[src/rtl/adc_cfg_sequencer.sv]
// Walks a small table of ADC configuration words through the SPI4ADC engine,
// one launch per entry, with timeout supervision and an inter-transfer gap.
module adc_cfg_sequencer #(
  parameter int unsigned N_ENTRIES  = 8,
  parameter int unsigned ADDR_W     = 3,
  parameter int unsigned TIMEOUT    = 4096,
  parameter int unsigned GAP_CYCLES = 16
) (
  input  logic              clk,
  input  logic              rst,
  input  logic              cfg_we,
  input  logic [ADDR_W-1:0] cfg_addr,
  input  logic [35:0]       cfg_wdata,
  input  logic [ADDR_W:0]   num_entries,
  input  logic              start,
  input  logic              abort,
  output logic [31:0]       spi_data,
  output logic              spi_cpol,
  output logic              spi_cpha,
  output logic              ps_A0,
  output logic              ps_A1,
  output logic              spi_start,
  input  logic              spi_status,
  output logic              busy,
  output logic              done,
  output logic              error,
  output logic [ADDR_W-1:0] cur_index
);

  localparam int unsigned TW = $clog2(TIMEOUT + 1);
  localparam int unsigned GW = $clog2(GAP_CYCLES + 1);

  typedef enum logic [2:0] {
    S_IDLE,
    S_LOAD,
    S_START,
    S_WAIT_ACK,
    S_WAIT_DONE,
    S_GAP,
    S_FINISH,
    S_ERROR
  } state_t;

  state_t            state_q, state_d;
  logic [ADDR_W-1:0] idx_q;
  logic [ADDR_W-1:0] last_q;
  logic [ADDR_W-1:0] last_d;
  logic [ADDR_W:0]   n_clamp;
  logic [TW-1:0]     tcnt_q;
  logic [GW-1:0]     gcnt_q;
  logic              timed_out;
  logic              error_q;
  logic [ADDR_W-1:0] cur_index_q;
  logic [35:0]       cfg_q;
  logic [35:0]       cfg_tab [N_ENTRIES];

  always_comb begin
    n_clamp = num_entries;
    if (num_entries > (ADDR_W + 1)'(N_ENTRIES)) begin
      n_clamp = (ADDR_W + 1)'(N_ENTRIES);
    end
    last_d = ADDR_W'(n_clamp - 1'b1);
  end

  assign timed_out = (tcnt_q >= TW'(TIMEOUT - 1));

  always_comb begin
    state_d = state_q;
    case (state_q)
      S_IDLE:      if (start) state_d = (num_entries == '0) ? S_FINISH : S_LOAD;
      S_LOAD:      state_d = S_START;
      S_START:     state_d = S_WAIT_ACK;
      S_WAIT_ACK: begin
        if (!spi_status)    state_d = S_WAIT_DONE;
        else if (timed_out) state_d = S_ERROR;
      end
      S_WAIT_DONE: begin
        if (spi_status)     state_d = S_GAP;
        else if (timed_out) state_d = S_ERROR;
      end
      S_GAP: begin
        if (gcnt_q == GW'(GAP_CYCLES - 1)) begin
          state_d = (idx_q == last_q) ? S_FINISH : S_LOAD;
        end
      end
      S_FINISH:    state_d = S_IDLE;
      S_ERROR:     state_d = S_IDLE;
      default:     state_d = S_IDLE;
    endcase
    // abort overrides every exit, including a pending timeout
    if (abort && state_q != S_IDLE) state_d = S_IDLE;
  end

  always_ff @(posedge clk or negedge rst) begin
    if (!rst) begin
      state_q     <= S_IDLE;
      idx_q       <= '0;
      last_q      <= '0;
      tcnt_q      <= '0;
      gcnt_q      <= '0;
      error_q     <= 1'b0;
      cur_index_q <= '0;
      cfg_q       <= '0;
    end else begin
      state_q <= state_d;

      if (state_d != state_q)        tcnt_q <= '0;
      else if (tcnt_q != TW'(TIMEOUT)) tcnt_q <= tcnt_q + 1'b1;

      if (state_q == S_GAP && state_d == S_GAP) gcnt_q <= gcnt_q + 1'b1;
      else                                      gcnt_q <= '0;

      if (state_q == S_IDLE && start) begin
        idx_q       <= '0;
        last_q      <= last_d;
        error_q     <= 1'b0;
        cur_index_q <= '0;
      end

      if (state_q == S_LOAD) begin
        cfg_q       <= cfg_tab[idx_q];
        cur_index_q <= idx_q;
      end

      if (state_q == S_GAP && state_d == S_LOAD) idx_q <= idx_q + 1'b1;

      if (state_d == S_ERROR) error_q <= 1'b1;
    end
  end

  // Table storage is deliberately left unreset so a reset does not force a reload.
  always_ff @(posedge clk) begin
    if (cfg_we && state_q == S_IDLE) cfg_tab[cfg_addr] <= cfg_wdata;
  end

  assign spi_data  = cfg_q[31:0];
  assign spi_cpol  = cfg_q[32];
  assign spi_cpha  = cfg_q[33];
  assign ps_A0     = cfg_q[34];
  assign ps_A1     = cfg_q[35];
  assign spi_start = (state_q == S_START) && !abort;
  assign busy      = (state_q == S_LOAD) || (state_q == S_START) || (state_q == S_WAIT_ACK) ||
                     (state_q == S_WAIT_DONE) || (state_q == S_GAP);
  assign done      = (state_q == S_FINISH);
  assign error     = error_q;
  assign cur_index = cur_index_q;

endmodule

[config.mk]
export PLATFORM = sky130hd
export DESIGN_NAME = adc_cfg_sequencer
export DESIGN_NICKNAME = d
export VERILOG_FILES = /design/src/rtl/adc_cfg_sequencer.sv
export SDC_FILE = /design/constraint.sdc
export NUM_CORES = 1
export LEC_CHECK = 0
export CORE_MARGIN = 10
export CORE_UTILIZATION = 56
export CTS_BUF_LIST = sky130_fd_sc_hd__clkbuf_4 sky130_fd_sc_hd__clkbuf_8
export CTS_CLUSTER_DIAMETER = 150
export DETAILED_ROUTE_END_ITERATION = 16
export DONT_BUFFER_PORTS = 1
export PLACE_DENSITY = 0.69
export SLEW_MARGIN = 20
export SYNTH_ARGS = -nofsm -noshare
export SYNTH_HDL_FRONTEND = slang
export SYNTH_SLANG_ARGS = --single-unit
export TNS_END_PERCENT = 10
[constraint.sdc]
create_clock -name clk -period 5.3 [get_ports clk]
set_input_delay 0.53 -clock clk [delete_from_list [all_inputs] [get_ports clk]]
set_output_delay 0.53 -clock clk [all_outputs]
set_load 0.005 [all_outputs]
==> images/clock_nets.png <==
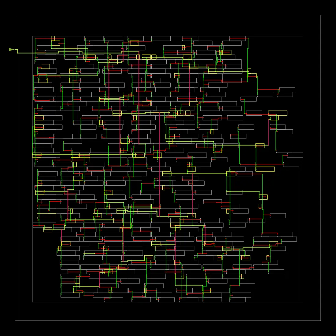
Worst Skew: 0.02063 ns
clkbuf count: 71
Sink Count: 355
clock-net power: 0.00234 W
flop count: 355

==> images/m4.png <==
(2 px per µm) Supply wires on this layer in grey.
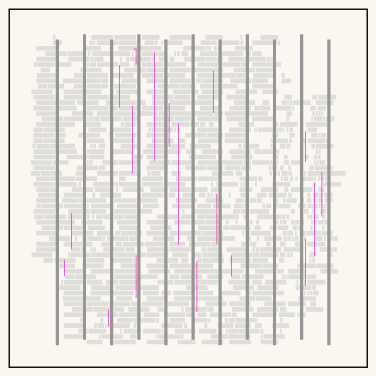
wire length on this layer: 431 µm
share of all routed wire: 1.6%
longest straight run: 60.5 µm
nets with wire on the layer: 10
main direction: vertical

==> images/m3.png <==
(3 px per µm)
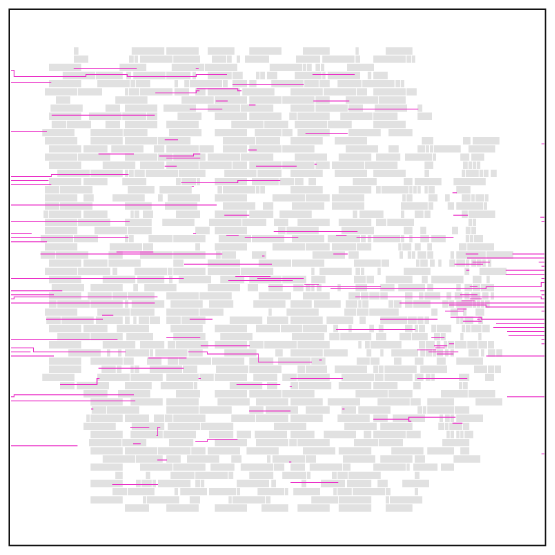
longest straight run: 68.3 µm
wire length on this layer: 2,140 µm
share of all routed wire: 7.7%
nets with wire on the layer: 89

==> images/pinout.png <==
(2 px per µm) Pins as bars across the die edge, other pins in grey.
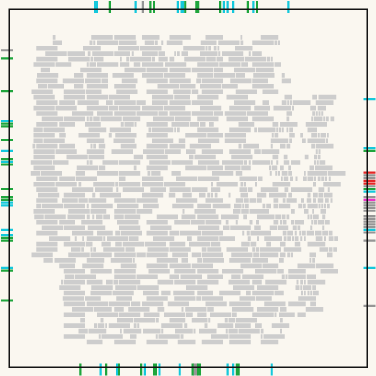
legend:
  `cfg_wdata`:
    colour: green
    pins: 36
    direction: input
    edge: 14 left, 11 bottom, 9 top, 2 right
  `spi_start`:
    colour: magenta
    pins: 1
    direction: output
    edge: right
  `spi_data`:
    colour: cyan
    pins: 32
    direction: output
    edge: 11 top, 8 bottom, 8 left, 5 right
  `cur_index`:
    colour: red
    pins: 3
    direction: output
    edge: right
all pins by edge: 27 right, 23 left, 21 bottom, 21 top

==> impl_metrics.env <==
# flow metrics
export IMPL_regMostFlops="cfg_tab"
export IMPL_cpMaxStageDelayCell="dfrtp_4"
export IMPL_switchingPower_w=0.001721
export IMPL_synthDistinctLibCells=56
export IMPL_coreArea_um2=24460
export IMPL_powerComb_w=0.000707
export IMPL_placedCellCount=1065
export IMPL_tns_ns=0
export IMPL_synth_edff_count=288
export IMPL_critical_path_required_ns=5.79
export IMPL_largest_register_ff_count=288
export IMPL_tap_cells=324
export IMPL_worst_pin_slew_ns=1.102
export IMPL_overflow=0
export IMPL_non_clock_buffer_count=16
export IMPL_fin_util=0.6395
export IMPL_buf_share=0.01248
export IMPL_cts_hold_buf=2
export IMPL_post_synth_xor_area_fraction=0.009995
export IMPL_cts_htree_levels=2
export IMPL_min_from="cfg_wdata[24]"
export IMPL_port_buffers=0
export IMPL_num_multi_input_gates=364
export IMPL_endpoint_kind="flip-flop"
export IMPL_drt_pass1_iter_count=5
export IMPL_hold_path_class="in2reg"
export IMPL_numCtsBuffers=55
export IMPL_vias=7036
export IMPL_yosys_area_top_type_share=0.6168
export IMPL_r2r_cells=5
export IMPL_fp_dieW_um=178.2
export IMPL_gp_congestion=0.8495
export IMPL_status="finished clean"
export IMPL_pwr_share_comb=0.108
export IMPL_internal_power_w=0.004843
export IMPL_grt_use_met1=0.2312
export IMPL_setup_viol=0
export IMPL_grt_setup_unrepaired="no"
export IMPL_ys_seq_frac=0.7364
export IMPL_pwr_share_seq=0.535
export IMPL_finalHoldViolCount=0
export IMPL_period_needed_ns=2.977
export IMPL_maxPowerGroup="sequential cells"
export IMPL_timing_rr_start="idx_q[0]"
export IMPL_clk_pin_slew_ns=0.07
export IMPL_relSlewSlack=0.2650
export IMPL_dr_wl_met3_um=2137
export IMPL_pwr_share_clk=0.357
export IMPL_comb_area_share=0.2253
export IMPL_largestRegisters="cfg_tab x288, cfg_q x36, tcnt_q x13"
export IMPL_ir_worst_vdd_v=0.0003161
export IMPL_die_h_um=178.2
export IMPL_n_antenna_cell=0
export IMPL_drc=0
export IMPL_drt_iter0_markers=565
export IMPL_holdWs_ns=0.04355
export IMPL_routedWlPerCell_um=23.69
export IMPL_crit_family="flip-flops"
export IMPL_place_ws_ns=2.196
export IMPL_synth_simple_area_share=0.05622
export IMPL_ctsRootBufferMaster="clkbuf_8"
export IMPL_finalNonFillerCells=1171
export IMPL_top_cells_by_area="edfxtp_1, dfrtp_1, mux4_2"
export IMPL_arrival_ns=3.47
export IMPL_pin_count=92
export IMPL_layout_top_cells="edfxtp_1, mux4_2, dfrtp_1"
export IMPL_grt_pass1_wl_um=43200
export IMPL_syn_num_nets=825
export IMPL_largest_area_cell="edfxtp_1"
export IMPL_slew_violations=0
export IMPL_comb_area_um2=3525
export IMPL_cp_buffers_inverters=0
export IMPL_nFillCells=1651
export IMPL_critical_path_cell_count=5
export IMPL_synthToLayoutAreaGrowth_pct=11.57
export IMPL_max_cap_violations=0
export IMPL_postPlaceCellArea_um2=14450
export IMPL_initial_core_util=0.5732
export IMPL_die_area_um2=31770
export IMPL_clock_latency_ns=0.58
export IMPL_nets=856
export IMPL_compound_area_frac=0.03248
export IMPL_setup_ws_ns=2.323
export IMPL_ys_top_cells_by_count="edfxtp_1, mux4_2, dfrtp_1"
export IMPL_grt_busiest_layer="met2"
export IMPL_syn_inst=770
export IMPL_route_met2_wl_um=13600
export IMPL_p_leak_nw=5.067
export IMPL_drt_total_wl_um=27750
export IMPL_largest_class="registers"
export IMPL_worstHoldEndpoint="cfg_tab[2][24]"
export IMPL_fp_row_count=57
export IMPL_num_nonclk_inverters=9
export IMPL_post_cts_buffers=0
export IMPL_stdcell_area_um2=15640
export IMPL_warnings=27
export IMPL_viasPerCell=6.009
export IMPL_startpoint="idx_q[0]"
Power and IR drop assume default switching activity.
